==> config.mk <==
export PLATFORM = sky130hd
export DESIGN_NAME = bcd_timer_ctrl_flat
export DESIGN_NICKNAME = d
export VERILOG_FILES = /design/src/rtl/bcd_timer_ctrl_if.sv /design/src/rtl/bcd_timer_ctrl.sv /design/src/flat_wrapper.sv
export SDC_FILE = /design/constraint.sdc
export NUM_CORES = 1
export LEC_CHECK = 0
export CAP_MARGIN = 20
export CORE_MARGIN = 2
export CORE_UTILIZATION = 35
export DETAILED_ROUTE_END_ITERATION = 8
export PLACE_DENSITY_LB_ADDON = 0.25
export SETUP_SLACK_MARGIN = 0.3
export SLEW_MARGIN = 20
export SYNTH_ARGS = -nofsm -noshare
export SYNTH_HDL_FRONTEND = slang
export SYNTH_SLANG_ARGS = --single-unit
==> constraint.sdc <==
create_clock -name clk -period 5.3 [get_ports clk]
set_input_delay 1.06 -clock clk [delete_from_list [all_inputs] [get_ports clk]]
set_output_delay 1.06 -clock clk [all_outputs]
set_load 0.01 [all_outputs]
==> src/rtl/bcd_timer_ctrl_if.sv <==
// Command/status bundle between front-panel logic and the BCD timer.
// Width of the count bus follows DIGITS.
interface bcd_timer_ctrl_if #(
    parameter int DIGITS = 4
);
    logic                  start;
    logic                  stop;
    logic                  up_d;
    logic                  load;
    logic [4*DIGITS-1:0]   load_val;
    logic [4*DIGITS-1:0]   cnt;
    logic [1:0]            state;
    logic                  running;
    logic                  tc;
    logic                  done;

    modport master (
        output start, stop, up_d, load, load_val,
        input  cnt, state, running, tc, done
    );

    modport slave (
        input  start, stop, up_d, load, load_val,
        output cnt, state, running, tc, done
    );
endinterface

==> src/rtl/bcd_timer_ctrl.sv <==
// Prescaled BCD up/down timer: digit cascade, run/pause/done sequencing.
// All state updates on the falling clock edge.
module bcd_timer_ctrl #(
    parameter int DIGITS   = 4,
    parameter int PRESCALE = 10
) (
    input  logic             clk,
    input  logic             clr_n,
    bcd_timer_ctrl_if.slave  bus
);
    localparam int PW = (PRESCALE > 1) ? $clog2(PRESCALE) : 1;
    localparam logic [PW-1:0] PMAX = PW'(PRESCALE - 1);

    typedef enum logic [1:0] {
        S_IDLE  = 2'b00,
        S_RUN   = 2'b01,
        S_PAUSE = 2'b10,
        S_DONE  = 2'b11
    } state_t;

    state_t              r_state, w_state_nxt;
    logic [4*DIGITS-1:0] r_cnt, w_cnt_nxt;
    logic [PW-1:0]       r_pre, w_pre_nxt;
    logic                r_done, w_done_nxt;

    logic [DIGITS-1:0]   w_term;
    logic [DIGITS:0]     w_chain;
    logic [4*DIGITS-1:0] w_step;
    logic [4*DIGITS-1:0] w_clamp;
    logic                w_tick;
    logic                w_tc;

    // Per-digit terminal flags drive both tc and the carry/borrow chain.
    always_comb begin
        w_term  = '0;
        w_chain = '0;
        w_step  = r_cnt;
        w_clamp = '0;
        w_chain[0] = 1'b1;
        for (int i = 0; i < DIGITS; i++) begin
            w_term[i] = bus.up_d ? (r_cnt[4*i +: 4] == 4'd9)
                                 : (r_cnt[4*i +: 4] == 4'd0);
            w_chain[i+1] = w_chain[i] & w_term[i];
            if (w_chain[i]) begin
                if (bus.up_d)
                    w_step[4*i +: 4] = w_term[i] ? 4'd0
                                     : r_cnt[4*i +: 4] + 4'd1;
                else
                    w_step[4*i +: 4] = w_term[i] ? 4'd9
                                     : r_cnt[4*i +: 4] - 4'd1;
            end
            w_clamp[4*i +: 4] = (bus.load_val[4*i +: 4] > 4'd9) ? 4'd9
                              : bus.load_val[4*i +: 4];
        end
    end

    assign w_tc   = &w_term;
    assign w_tick = (r_pre == PMAX);

    always_ff @(negedge clk or negedge clr_n) begin
        if (!clr_n) begin
            r_state <= S_IDLE;
            r_cnt   <= '0;
            r_pre   <= '0;
            r_done  <= 1'b0;
        end else begin
            r_state <= w_state_nxt;
            r_cnt   <= w_cnt_nxt;
            r_pre   <= w_pre_nxt;
            r_done  <= w_done_nxt;
        end
    end

    always_comb begin
        w_state_nxt = r_state;
        w_cnt_nxt   = r_cnt;
        w_pre_nxt   = r_pre;
        w_done_nxt  = 1'b0;
        unique case (r_state)
            S_IDLE: begin
                if (bus.stop) begin
                    w_state_nxt = S_IDLE;
                end else if (bus.load) begin
                    w_cnt_nxt = w_clamp;
                end else if (bus.start) begin
                    w_state_nxt = S_RUN;
                    w_pre_nxt   = '0;
                end
            end
            S_RUN: begin
                // stop beats a coincident tick: prescaler phase is frozen
                if (bus.stop) begin
                    w_state_nxt = S_PAUSE;
                end else if (w_tick) begin
                    w_pre_nxt = '0;
                    if (w_tc) begin
                        w_state_nxt = S_DONE;
                        w_done_nxt  = 1'b1;
                    end else begin
                        w_cnt_nxt = w_step;
                    end
                end else begin
                    w_pre_nxt = r_pre + PW'(1);
                end
            end
            S_PAUSE: begin
                if (bus.stop) begin
                    w_state_nxt = S_IDLE;
                    w_pre_nxt   = '0;
                end else if (bus.load) begin
                    w_cnt_nxt = w_clamp;
                end else if (bus.start) begin
                    w_state_nxt = S_RUN;
                end
            end
            S_DONE: begin
                if (bus.stop) begin
                    w_state_nxt = S_IDLE;
                end else if (bus.load) begin
                    w_cnt_nxt   = w_clamp;
                    w_state_nxt = S_IDLE;
                end
            end
            default: w_state_nxt = S_IDLE;
        endcase
    end

    assign bus.cnt     = r_cnt;
    assign bus.state   = r_state;
    assign bus.running = (r_state == S_RUN);
    assign bus.tc      = w_tc;
    assign bus.done    = r_done;
endmodule

==> src/flat_wrapper.sv <==
// flat-port wrapper written by rule: the top's interface ports become plain ports
module bcd_timer_ctrl_flat 
#(
    parameter int DIGITS   = 4,
    parameter int PRESCALE = 10
)
  (clk, clr_n, bus_start, bus_stop, bus_up_d, bus_load, bus_load_val, bus_cnt, bus_state, bus_running, bus_tc, bus_done);
  bcd_timer_ctrl_if #(.DIGITS(DIGITS)) bus_i ();
  input  logic clk;
  input  logic clr_n;
  input wire logic [$bits(bus_i.start)-1:0] bus_start;
  input wire logic [$bits(bus_i.stop)-1:0] bus_stop;
  input wire logic [$bits(bus_i.up_d)-1:0] bus_up_d;
  input wire logic [$bits(bus_i.load)-1:0] bus_load;
  input wire logic [$bits(bus_i.load_val)-1:0] bus_load_val;
  output wire logic [$bits(bus_i.cnt)-1:0] bus_cnt;
  output wire logic [$bits(bus_i.state)-1:0] bus_state;
  output wire logic [$bits(bus_i.running)-1:0] bus_running;
  output wire logic [$bits(bus_i.tc)-1:0] bus_tc;
  output wire logic [$bits(bus_i.done)-1:0] bus_done;
  assign bus_i.start = bus_start;
  assign bus_i.stop = bus_stop;
  assign bus_i.up_d = bus_up_d;
  assign bus_i.load = bus_load;
  assign bus_i.load_val = bus_load_val;
  assign bus_cnt = bus_i.cnt;
  assign bus_state = bus_i.state;
  assign bus_running = bus_i.running;
  assign bus_tc = bus_i.tc;
  assign bus_done = bus_i.done;
  bcd_timer_ctrl #(.DIGITS(DIGITS), .PRESCALE(PRESCALE)) u_core (.clk(clk), .clr_n(clr_n), .bus(bus_i));
endmodule
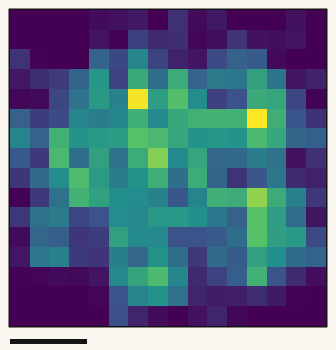
**Above:** wiring heat map.
Scale bar: 20 µm. 16 x 16 tiles, from dark purple (low) to yellow (high), scaled to the fullest tile. Values are wire area over tile area, all layers added.
- fullest tile: 0.51
- mean over tiles: 0.15
- nearly empty tiles: 17%
- densest ninth of the die: middle
- tiles over half the peak: 23%
total global-route track usage: 0.195
total number of vias: 2355
Wirelength per Cell: 14.7 µm

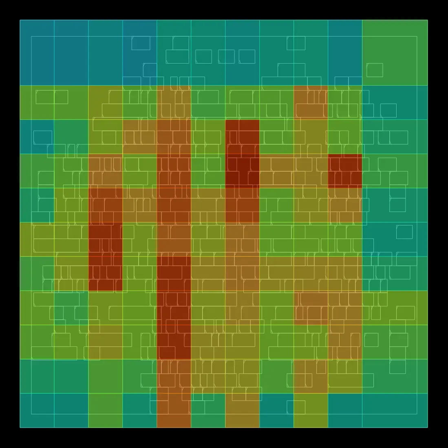
**Above:** routing congestion map.
Util after Layout: 0.576
met1 usage: 0.259
Most Used Layer, Global Route: met2

==> writeup.txt <==
From synthesis to final layout, the design area changed by 59.3%. The first-pass iteration count of the detailed router is 4, and the vertical die dimension is 82.2 µm. With the worst vdd rail ir drop at 0.128 mV, the clock skew after layout is 0.00263 ns.

The power density over the cells came out at 292 nW/µm². The total cells reported by yosys after synthesis was 259. The critical path goes through inv_2 -> ha_4 -> or4b_4 -> a22oi_2 -> buf_4 -> and2_4 -> buf_6.

The run gives 1590 µm² as the area used by multi-input combinational logic. Setup repair after global routing could not meet its margin everywhere. The class of the most critical hold timing path is reg2reg. The logs give 0.28 ns for the clock network latency to the later pin of the worst-skew pair and 0 for the total global routing overflow.

The most common logic cells in the final layout are sky130_fd_sc_hd__buf_4 (61), sky130_fd_sc_hd__dfrtn_1 (23), sky130_fd_sc_hd__clkdlybuf4s50_1 (21). The final reports fail on negative setup slack. The run gives 0.361 for the core utilization at floorplan. The non-clock inverters instantiated in the layout total 20.

Final design area excluding fillers: 3410 µm². The flow ran to the end, but the final reports show violations. In this run the horizontal extent of the chip is 82.2 µm. Combinational power for this build is 0.639 mW. The number of non-filler instances in the completed layout was 444; the global-route wire length before repair was 10500 µm.

The number of gates resized after CTS was 55. Per the finish-stage timing summary, setup violations number 15. The most used flip-flop cell was sky130_fd_sc_hd__dfrtn_1.

For the portion of total power attributed to the clock network, the log shows 0.114. After detailed routing, no signal wire sits above met4. With the slew at the pin with the worst max-slew slack at 0.460 ns, the clock distribution area overhead in the final layout is 0.0136.

The run gives 0 for the initial antenna violation count. Per the run summary, max-cap violations total 0. With the combined buffer and inverter count along the critical path at 3, the number of slew-limit violations in the final report is 0.

The simple logic cell fraction of the synthesized area is 0.243. The setup slack at placement is -0.631 ns. Summing every instance area after synthesis gives 2140 µm². Post-layout worst setup margin: -0.389 ns.

The run gives 406 for the number of nets in the layout. The logs give 0.693 for the worst max-slew margin expressed relative to the limit and 0.475 ns for the hold slack. Per the OpenROAD power report, switching power amounts to 0.395 mW.

The maximum level of the CTS H-tree was 1; the count of flip-flops with a built-in enable after synthesis was 0. The worst setup path is launched from a flip-flop. For the total half-perimeter wirelength after legalization and detailed placement, the log shows 4430 µm. The critical setup path kind is reg2out. The run gives 4.63 ns for the data arrival time of the critical path. The number of flip-flops and latches in the synthesized netlist came out at 23. The routed wirelength on the met1 layer is recorded as 3040 µm. The post-placement cell area is 3040 µm². For the final antenna-violating net count, the log shows 0. The run gives 0.47 ns for the worst stage delay on the critical path. The dominant kind of cell was multi-input combinational cells. The number of global-route vias before repair was 2244. For the number of clock buffer instances in the layout, the log shows 3.

The flow reports power dissipated in the clock network as 0.114 mW.
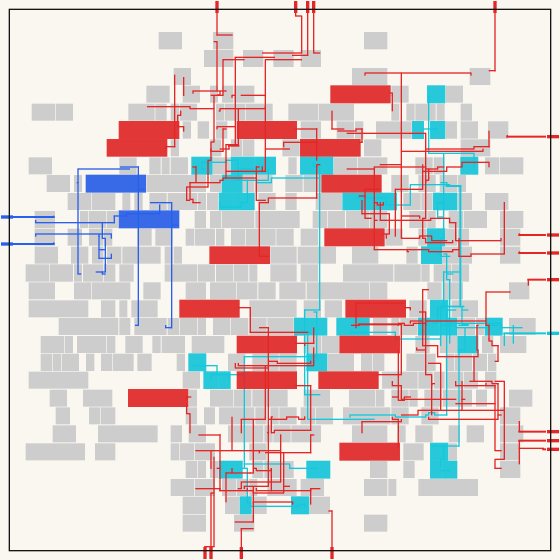
**Above:** I/O nets highlighted.
- cyan: `bus_up_d` (bits 1; direction input; edge right; end cells 35; buffers 12; wire 413 µm)
- blue: `bus_state` (bits 2; direction output; edge left; end cells 2; buffers 4; wire 142 µm)
- red: `bus_cnt` (bits 16; direction output; edge 7 right, 5 top, 4 bottom; end cells 16; buffers 33; wire 1100 µm)
IO buf count: 42
ports placed on the boundary: 43

-- Yosys cell counts, types with 4 or more instances --
master,number,area [µm²]
sky130_fd_sc_hd__dfrtn_1,23,576
sky130_fd_sc_hd__nand4b_1,4,35.0
sky130_fd_sc_hd__mux2_2,6,67.6
sky130_fd_sc_hd__nand2b_1,11,68.8
sky130_fd_sc_hd__nor3_1,7,35.0
sky130_fd_sc_hd__nor3b_1,5,37.5
sky130_fd_sc_hd__a21oi_1,15,75.1
sky130_fd_sc_hd__o21ai_0,19,95.1
sky130_fd_sc_hd__o21bai_1,6,45.0
sky130_fd_sc_hd__o211ai_1,4,30.0
sky130_fd_sc_hd__nand2_1,16,60.1
sky130_fd_sc_hd__nand3b_1,4,30.0
sky130_fd_sc_hd__nor2_1,19,71.3
sky130_fd_sc_hd__inv_1,20,75.1
sky130_fd_sc_hd__clkbuf_1,8,30.0
sky130_fd_sc_hd__nand3_1,10,50.1
sky130_fd_sc_hd__a31oi_1,9,56.3
sky130_fd_sc_hd__mux2i_1,4,40.0
sky130_fd_sc_hd__ha_1,14,175
-- worst paths after layout --
path | end | from | depth (start not counted)
min | u_core.r_pre[0] | u_core.r_pre[0] | 1
min in group asynchronous | u_core.bus.cnt[13] | clr_n | 2
max | bus_tc | u_core.bus.cnt[13] | 7
max in group asynchronous | u_core.bus.cnt[9] | clr_n | 2
min reg2reg | u_core.r_pre[0] | u_core.r_pre[0] | 1
max reg2reg | u_core.bus.cnt[1] | u_core.bus.cnt[4] | 10
-- flip-flops by register name, summed over array words and instances (netlist names) --
name and count:
u_core.bus.cnt 16, u_core.bus.state 2, u_core.r_pre 4, u_core.bus.done 1
Power and IR drop assume default switching activity.
